**src/rtl/pixel_tone_filter_if.sv**
```systemverilog
// Pixel stream and configuration bundle between reader, tone filter and writer.
interface pixel_tone_filter_if #(
  parameter int unsigned DW = 8,
  parameter int unsigned CW = 8,
  parameter int unsigned XW = 12
);
  logic [XW-1:0] POSX;
  logic [XW-1:0] POSY;
  logic          READY;
  logic          RDEN;
  logic [DW-1:0] IN_R;
  logic [DW-1:0] IN_G;
  logic [DW-1:0] IN_B;
  logic [1:0]    MODE;
  logic [CW-1:0] COEF_R;
  logic [CW-1:0] COEF_G;
  logic [CW-1:0] COEF_B;
  logic [DW-1:0] THRESH;
  logic          WREN;
  logic [DW-1:0] OUT_R;
  logic [DW-1:0] OUT_G;
  logic [DW-1:0] OUT_B;
  logic [XW-1:0] OUT_POSX;
  logic [XW-1:0] OUT_POSY;
  logic [15:0]   FRAME_CNT;

  modport slave (
    input  POSX, POSY, READY, IN_R, IN_G, IN_B, MODE, COEF_R, COEF_G, COEF_B, THRESH,
    output RDEN, WREN, OUT_R, OUT_G, OUT_B, OUT_POSX, OUT_POSY, FRAME_CNT
  );

  modport master (
    output POSX, POSY, READY, IN_R, IN_G, IN_B, MODE, COEF_R, COEF_G, COEF_B, THRESH,
    input  RDEN, WREN, OUT_R, OUT_G, OUT_B, OUT_POSX, OUT_POSY, FRAME_CNT
  );
endinterface

```
**src/rtl/pixel_tone_filter.sv**
```systemverilog
// Per-pixel tone filter: passthrough / weighted gray / binarise / invert, with
// configuration latched at frame start and a fixed latency of PIPE cycles.
module pixel_tone_filter #(
  parameter int unsigned DW   = 8,
  parameter int unsigned CW   = 8,
  parameter int unsigned XW   = 12,
  parameter int unsigned PIPE = 2
) (
  input logic               CLK,
  input logic               RST,
  pixel_tone_filter_if.slave bus
);
  localparam int unsigned PW   = DW + CW;
  localparam int unsigned SW   = DW + CW + 2;
  localparam int unsigned NOUT = PIPE - 1;
  localparam logic [DW-1:0] PixMax = '1;

  typedef struct packed {
    logic [1:0]    mode;
    logic [CW-1:0] coef_r;
    logic [CW-1:0] coef_g;
    logic [CW-1:0] coef_b;
    logic [DW-1:0] thresh;
  } cfg_t;

  typedef struct packed {
    logic          vld;
    logic [PW-1:0] prod_r;
    logic [PW-1:0] prod_g;
    logic [PW-1:0] prod_b;
    logic [DW-1:0] r;
    logic [DW-1:0] g;
    logic [DW-1:0] b;
    logic [XW-1:0] x;
    logic [XW-1:0] y;
    logic [1:0]    mode;
    logic [DW-1:0] thresh;
  } s1_t;

  typedef struct packed {
    logic          vld;
    logic [DW-1:0] r;
    logic [DW-1:0] g;
    logic [DW-1:0] b;
    logic [XW-1:0] x;
    logic [XW-1:0] y;
  } out_t;

  localparam cfg_t CfgDefault = '{
    mode:   2'd0,
    coef_r: CW'(77),
    coef_g: CW'(150),
    coef_b: CW'(28),
    thresh: DW'(1 << (DW - 1))
  };

  logic          frame_start;
  cfg_t          live_cfg;
  cfg_t          shadow_d, shadow_q;
  logic [15:0]   frame_cnt_d, frame_cnt_q;
  s1_t           s1_d, s1_q;
  out_t          out_d [NOUT];
  out_t          out_q [NOUT];
  logic [SW-1:0] sum;
  logic [SW-1:0] rounded;
  logic [SW-1:0] gray_full;
  logic [DW-1:0] gray;

  assign bus.RDEN = bus.READY;
  assign frame_start = bus.READY && (bus.POSX == '0) && (bus.POSY == '0);
  assign live_cfg = '{
    mode:   bus.MODE,
    coef_r: bus.COEF_R,
    coef_g: bus.COEF_G,
    coef_b: bus.COEF_B,
    thresh: bus.THRESH
  };

  // Shadow capture, frame counter and stage 1 (products + effective config).
  always_comb begin
    shadow_d    = frame_start ? live_cfg : shadow_q;
    frame_cnt_d = frame_cnt_q + {15'd0, frame_start};
    s1_d        = '0;
    s1_d.vld    = bus.READY;
    // shadow_d already equals the live inputs on a frame-start cycle.
    s1_d.prod_r = PW'(bus.IN_R) * PW'(shadow_d.coef_r);
    s1_d.prod_g = PW'(bus.IN_G) * PW'(shadow_d.coef_g);
    s1_d.prod_b = PW'(bus.IN_B) * PW'(shadow_d.coef_b);
    s1_d.r      = bus.IN_R;
    s1_d.g      = bus.IN_G;
    s1_d.b      = bus.IN_B;
    s1_d.x      = bus.POSX;
    s1_d.y      = bus.POSY;
    s1_d.mode   = shadow_d.mode;
    s1_d.thresh = shadow_d.thresh;
  end

  // Stage 2: round, saturate, apply mode; then pure delay stages.
  always_comb begin
    sum       = SW'(s1_q.prod_r) + SW'(s1_q.prod_g) + SW'(s1_q.prod_b);
    rounded   = sum + SW'(1 << (CW - 1));
    gray_full = rounded >> CW;
    gray      = (gray_full > SW'(PixMax)) ? PixMax : gray_full[DW-1:0];
    for (int i = 0; i < NOUT; i++) out_d[i] = '0;
    out_d[0].vld = s1_q.vld;
    out_d[0].x   = s1_q.x;
    out_d[0].y   = s1_q.y;
    case (s1_q.mode)
      2'd0: begin
        out_d[0].r = s1_q.r;
        out_d[0].g = s1_q.g;
        out_d[0].b = s1_q.b;
      end
      2'd1: begin
        out_d[0].r = gray;
        out_d[0].g = gray;
        out_d[0].b = gray;
      end
      2'd2: begin
        out_d[0].r = (gray >= s1_q.thresh) ? PixMax : '0;
        out_d[0].g = (gray >= s1_q.thresh) ? PixMax : '0;
        out_d[0].b = (gray >= s1_q.thresh) ? PixMax : '0;
      end
      default: begin
        out_d[0].r = PixMax - s1_q.r;
        out_d[0].g = PixMax - s1_q.g;
        out_d[0].b = PixMax - s1_q.b;
      end
    endcase
    for (int i = 1; i < NOUT; i++) out_d[i] = out_q[i-1];
  end

  // All state, cleared asynchronously so in-flight pixels vanish on reset.
  always_ff @(posedge CLK or negedge RST) begin
    if (!RST) begin
      shadow_q    <= CfgDefault;
      frame_cnt_q <= '0;
      s1_q        <= '0;
      for (int i = 0; i < NOUT; i++) out_q[i] <= '0;
    end else begin
      shadow_q    <= shadow_d;
      frame_cnt_q <= frame_cnt_d;
      s1_q        <= s1_d;
      for (int i = 0; i < NOUT; i++) out_q[i] <= out_d[i];
    end
  end

  assign bus.WREN      = out_q[NOUT-1].vld;
  assign bus.OUT_R     = out_q[NOUT-1].r;
  assign bus.OUT_G     = out_q[NOUT-1].g;
  assign bus.OUT_B     = out_q[NOUT-1].b;
  assign bus.OUT_POSX  = out_q[NOUT-1].x;
  assign bus.OUT_POSY  = out_q[NOUT-1].y;
  assign bus.FRAME_CNT = frame_cnt_q;
endmodule

```
**src/flat_wrapper.sv**
```systemverilog
// flat-port wrapper written by rule: the top's interface ports become plain ports
module pixel_tone_filter_flat 
#(
  parameter int unsigned DW   = 8,
  parameter int unsigned CW   = 8,
  parameter int unsigned XW   = 12,
  parameter int unsigned PIPE = 2
)
  (CLK, RST, bus_POSX, bus_POSY, bus_READY, bus_IN_R, bus_IN_G, bus_IN_B, bus_MODE, bus_COEF_R, bus_COEF_G, bus_COEF_B, bus_THRESH, bus_RDEN, bus_WREN, bus_OUT_R, bus_OUT_G, bus_OUT_B, bus_OUT_POSX, bus_OUT_POSY, bus_FRAME_CNT);
  pixel_tone_filter_if #(.DW(DW), .CW(CW), .XW(XW)) bus_i ();
  input logic CLK;
  input logic RST;
  input wire logic [$bits(bus_i.POSX)-1:0] bus_POSX;
  input wire logic [$bits(bus_i.POSY)-1:0] bus_POSY;
  input wire logic [$bits(bus_i.READY)-1:0] bus_READY;
  input wire logic [$bits(bus_i.IN_R)-1:0] bus_IN_R;
  input wire logic [$bits(bus_i.IN_G)-1:0] bus_IN_G;
  input wire logic [$bits(bus_i.IN_B)-1:0] bus_IN_B;
  input wire logic [$bits(bus_i.MODE)-1:0] bus_MODE;
  input wire logic [$bits(bus_i.COEF_R)-1:0] bus_COEF_R;
  input wire logic [$bits(bus_i.COEF_G)-1:0] bus_COEF_G;
  input wire logic [$bits(bus_i.COEF_B)-1:0] bus_COEF_B;
  input wire logic [$bits(bus_i.THRESH)-1:0] bus_THRESH;
  output wire logic [$bits(bus_i.RDEN)-1:0] bus_RDEN;
  output wire logic [$bits(bus_i.WREN)-1:0] bus_WREN;
  output wire logic [$bits(bus_i.OUT_R)-1:0] bus_OUT_R;
  output wire logic [$bits(bus_i.OUT_G)-1:0] bus_OUT_G;
  output wire logic [$bits(bus_i.OUT_B)-1:0] bus_OUT_B;
  output wire logic [$bits(bus_i.OUT_POSX)-1:0] bus_OUT_POSX;
  output wire logic [$bits(bus_i.OUT_POSY)-1:0] bus_OUT_POSY;
  output wire logic [$bits(bus_i.FRAME_CNT)-1:0] bus_FRAME_CNT;
  assign bus_i.POSX = bus_POSX;
  assign bus_i.POSY = bus_POSY;
  assign bus_i.READY = bus_READY;
  assign bus_i.IN_R = bus_IN_R;
  assign bus_i.IN_G = bus_IN_G;
  assign bus_i.IN_B = bus_IN_B;
  assign bus_i.MODE = bus_MODE;
  assign bus_i.COEF_R = bus_COEF_R;
  assign bus_i.COEF_G = bus_COEF_G;
  assign bus_i.COEF_B = bus_COEF_B;
  assign bus_i.THRESH = bus_THRESH;
  assign bus_RDEN = bus_i.RDEN;
  assign bus_WREN = bus_i.WREN;
  assign bus_OUT_R = bus_i.OUT_R;
  assign bus_OUT_G = bus_i.OUT_G;
  assign bus_OUT_B = bus_i.OUT_B;
  assign bus_OUT_POSX = bus_i.OUT_POSX;
  assign bus_OUT_POSY = bus_i.OUT_POSY;
  assign bus_FRAME_CNT = bus_i.FRAME_CNT;
  pixel_tone_filter #(.DW(DW), .CW(CW), .XW(XW), .PIPE(PIPE)) u_core (.CLK(CLK), .RST(RST), .bus(bus_i));
endmodule
```
**config.mk**
```make
export PLATFORM = sky130hd
export DESIGN_NAME = pixel_tone_filter_flat
export DESIGN_NICKNAME = d
export VERILOG_FILES = /design/src/rtl/pixel_tone_filter_if.sv /design/src/rtl/pixel_tone_filter.sv /design/src/flat_wrapper.sv
export SDC_FILE = /design/constraint.sdc
export NUM_CORES = 1
export LEC_CHECK = 0
export ABC_AREA = 0
export CORE_UTILIZATION = 50
export DETAILED_ROUTE_END_ITERATION = 8
export PLACE_DENSITY_LB_ADDON = 0.2
export SYNTH_ARGS = -nofsm -noshare
export SYNTH_HDL_FRONTEND = slang
export SYNTH_SLANG_ARGS = --single-unit
```
**constraint.sdc**
```tcl
create_clock -name CLK -period 6.5 [get_ports CLK]
set_clock_uncertainty 0.15 [all_clocks]
set_input_delay 0.975 -clock CLK [delete_from_list [all_inputs] [get_ports CLK]]
set_output_delay 0.975 -clock CLK [all_outputs]
set_load 0.01 [all_outputs]
```
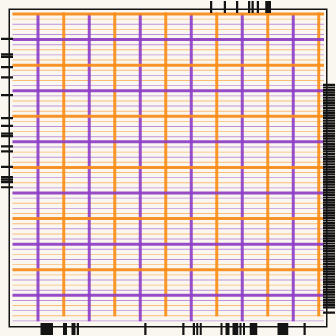
power_grid.png
Pins as bars on the die edge.
[purple] VSS
[orange] VDD
met1 rails: 61
met5 straps: 12
signal pins: 151
Worst VDD drop: 150 µV
core footprint: 27000 µm²
die extent in x: 168 µm
Die H: 168 µm

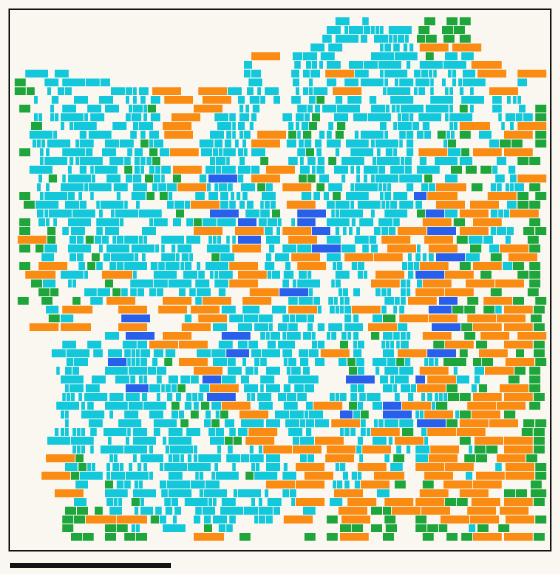
placement_by_type.png
The bar under the picture is 50 µm long.
[green] other buffers and delay cells | cells: 232
[orange] flops | cells: 197
[cyan] combinational and other logic | cells: 1086
[blue] clock drivers and dummy loads | cells: 32
sequential portion of the cell area: 0.290
Final Instance Area: 17000 µm²
Final Util: 0.630
Site Rows: 60

==> job_summary.md <==
## Synthesis and layout report

| Metric | Value |
|---|---|
| Crit Reg-Reg Startpoint | `u_core.s1_q[75]` |
| Vias in the first global route | `10400` |
| Stages on worst setup path | `23` |
| Most common logic cells in the final layout | `185 x dfrtp_1, 163 x ha_1, 161 x inv_1` |
| Measured slew at the worst slew-check pin | `1.03 ns` |
| Chip Area, Yosys | `13800 µm²` |
| Unique masters post-synth | `59` |
| Status | `finished clean` |
| Simple-gate share of the synthesized area | `0.140` |
| Crit path DRT | `6.61 ns` |
| Synthesized netlist cell count | `1298` |
| Final setup fails | `0` |
| Post-place setup slack | `-0.250 ns` |
| Hold WC Path Type | `reg -> reg` |
| Setup crit start | `u_core.s1_q[75]` |
| ANT nets after route | `0` |
| Chip area | `28200 µm²` |
| CTS root buffer | `clkbuf_16` |
| Syn Area/Cell | `10.6 µm²` |
| Kind of critical path | `reg -> reg` |
| Synthesis-stage register bit count | `197` |
| Leakage | `8.91 nW` |
| Largest net degree at the start of global routing | `132` |
| Compound Share, Synth | `0.0806` |
| Worst hold stages | `0` |
| Fp_density | `0.510` |
| Pins Over Slew Limit | `0` |
| Critical Path Fanout Max | `14` |
| CTS tree | `done` |
| Dominant comb cell | `adder cells` |
| Tcrit/Tclk final | `0.960` |
| Via density | `5.27` |
| Commonest Layout Cell | `dfrtp_1` |
| Top Consumer | `registers` |
| Number of flip-flops under the largest register name | `73` |
| Slowest CP cell | `dfrtp_1` |
| Fraction of layout cells with a size suffix above 1 | `0.115` |
| Log Warnings | `28` |
| R2R setup slack | `0.26 ns` |
| Main flop type | `dfrtp_1` |
| Clock Path Buffers | `2` |
| CTS buffer count | `17` |
| Fin Hold WS | `0.185 ns` |
| Arr. time, crit path | `6.35 ns` |
| GP Congestion | `0.870` |
| FF-to-FF path depth | `23` |
| Crit path top cell by count | `ha_1` |
| Post-route setup TNS | `0 ns` |
| Adder Area Share | `0.307` |
| Initial antenna violation count | `0` |
| Max Clock Freq | `160 MHz` |
| DRC | `0` |
| Number of non-filler instances in the completed layout | `1888` |
| P per Cell Area | `151 nW/µm²` |
| Fin nets | `1892` |
| Top Ports | `151` |
| CTS clk-pin slew, worst paths | `0.09 ns` |
| Switch share | `0.268` |
| Worst Path Buf+Inv | `2` |
| Rel. slew slack | `0.316` |
| Reg2Reg Capture Point | `u_core.bus.OUT_G[4]` |
| Min-delay src | `u_core.out_d[48]` |
| XORs/XNORs by Area | `0.0413` |
| Biggest register | `u_core.s1_q` |
| Comb pwr | `0.144 mW` |
| Seq power | `1.26 mW` |
| CP Cell Sequence | `ha_1 > a21o_1 > a211oi_2 > o21a_1 > nor3_1 > o41a_1 > xnor2_1 > ha_1 > ha_1 > a21oi_1 > o21bai_1 > a2bb2oi_1 > o311ai_2 > mux2_4 > buf_4 > or3_1 > ha_1 > o2111ai_1 > a21oi_1 > o22a_1 > nor3b_1 > buf_4 > o21ai_0` |
| Post-synth ARST share | `1.00` |
| Reg power frac | `0.491` |
| Combinational share of power | `0.056` |
| Dpl cell area | `16300 µm²` |
| Synthesis-to-layout area growth | `23.6%` |
| P_int | `1.88 mW` |
| MUX share of area | `0.0236` |
| CP peak stage delay | `0.42 ns` |
| Pre-Repair DR Iteration Count | `4` |
| Mapped Nets | `1656` |
| Setup ws final | `0.263 ns` |
| Top Family by Delay on Critical Path | `AND-OR/OR-AND gates` |
| Synth Seq Share | `0.359` |
| Sw Pwr | `0.690 mW` |
| H-tree depth | `4` |
| First-pass GRT wire length | `51100 µm` |
| Mapped cell area | `13800 µm²` |
| Max-cap violations | `0` |
| PortBufs | `150` |
| Worst Hold End | `u_core.bus.WREN` |
| Fin. Hold Viols | `0` |
| TritonCTS sink count | `197` |
| # diodes | `0` |
| Min cycle time layout | `6.24 ns` |
| Ys cells | `1298` |
| CP endpoint kind | `register` |
| Synth warnings | `0` |
| Grt ovf | `0` |
| CP Launch Type | `register` |
| Pwr Total | `2.57 mW` |
| Cell count after placement | `1856` |
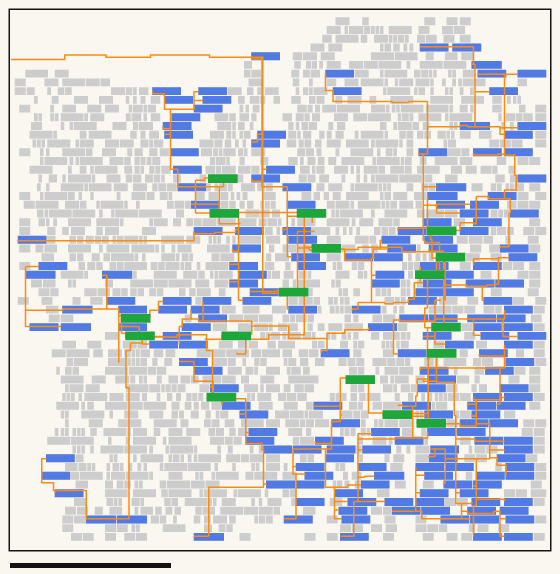
clk_routes.png
The bar under the picture is 50 µm long.
[orange] clock wires | length: 2520 µm
[green] clock drivers | count: 17
[blue] flip-flops | count: 197
routed clock nets: 18
Clk pwr share: 0.453
Power Clock: 1.17 mW
worst skew pair latency: 0.45 ns

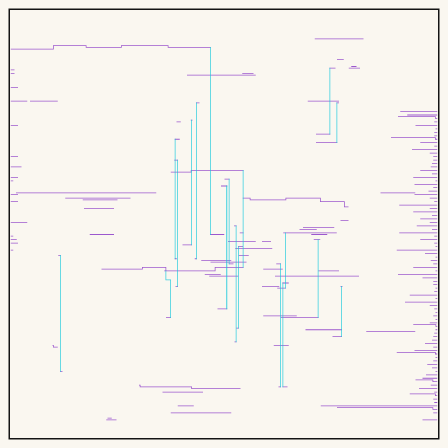
wires.png
Only two layers are drawn.
[cyan] metal 4 | wire length: 746 µm
[purple] metal 3 | wire length: 1350 µm
drt wl/cell: 15.8 µm
All-Layer GR Usage: 0.227
via count: 9951
Total Wirelength: 29800 µm

-- layout make-up --
cell class | count | area (µm²) | area share
Clock buffer | 17 | 425 | 0.0250
Clock inverter | 15 | 241 | 0.0142
Inverter | 161 | 604 | 0.0355
Tap cell | 341 | 427 | 0.0250
Timing Repair Buffer | 232 | 2140 | 0.125
Multi-Input combinational cell | 925 | 8260 | 0.485
Sequential cell | 197 | 4940 | 0.290
-- synth_stat cells (5+ instances only) --
library cell / number / area [µm²]
xor2_1: 8 / 70.1
or3_1: 8 / 50.1
nand2b_1: 11 / 68.8
dfstp_2: 12 / 315
nor3_1: 15 / 75.1
nor4_1: 8 / 50.1
nand4_1: 5 / 31.3
and2_1: 114 / 713
ha_1: 164 / 2050
xnor2_1: 57 / 499
dfrtp_1: 185 / 4630
o21a_1: 12 / 90.1
a31oi_1: 5 / 31.3
o21ai_0: 55 / 275
fa_1: 109 / 2180
and3_1: 11 / 68.8
a211oi_1: 9 / 67.6
inv_1: 161 / 604
mux2_2: 28 / 315
clkbuf_1: 11 / 41.3
nand2_1: 138 / 518
a21o_1: 7 / 52.6
nor2_1: 39 / 146
nand3_1: 17 / 85.1
o31ai_1: 7 / 52.6
nor2b_1: 11 / 68.8
a21oi_1: 39 / 195
-- routing by layer --
layer | vias to the layer above | wire length, µm | track usage | share of wire
met2 | 242 | 14100 | 0.379 | 0.47
met3 | 41 | 1350 | 0.0407 | 0.045
met5 | - | 0 | 0 | 0
met1 | 4900 | 13600 | 0.299 | 0.46
met4 | 0 | 745 | 0.0750 | 0.025
li1 | 4768 | - | - | -
-- repair_timing --
item	4_1_cts	5_1_grt
gates resized	0	20
endpoints found under the hold margin	0	0
hold buffers	0	0
setup buffers	0	0
endpoints found under the setup margin	0	31
Power and IR drop assume default switching activity.
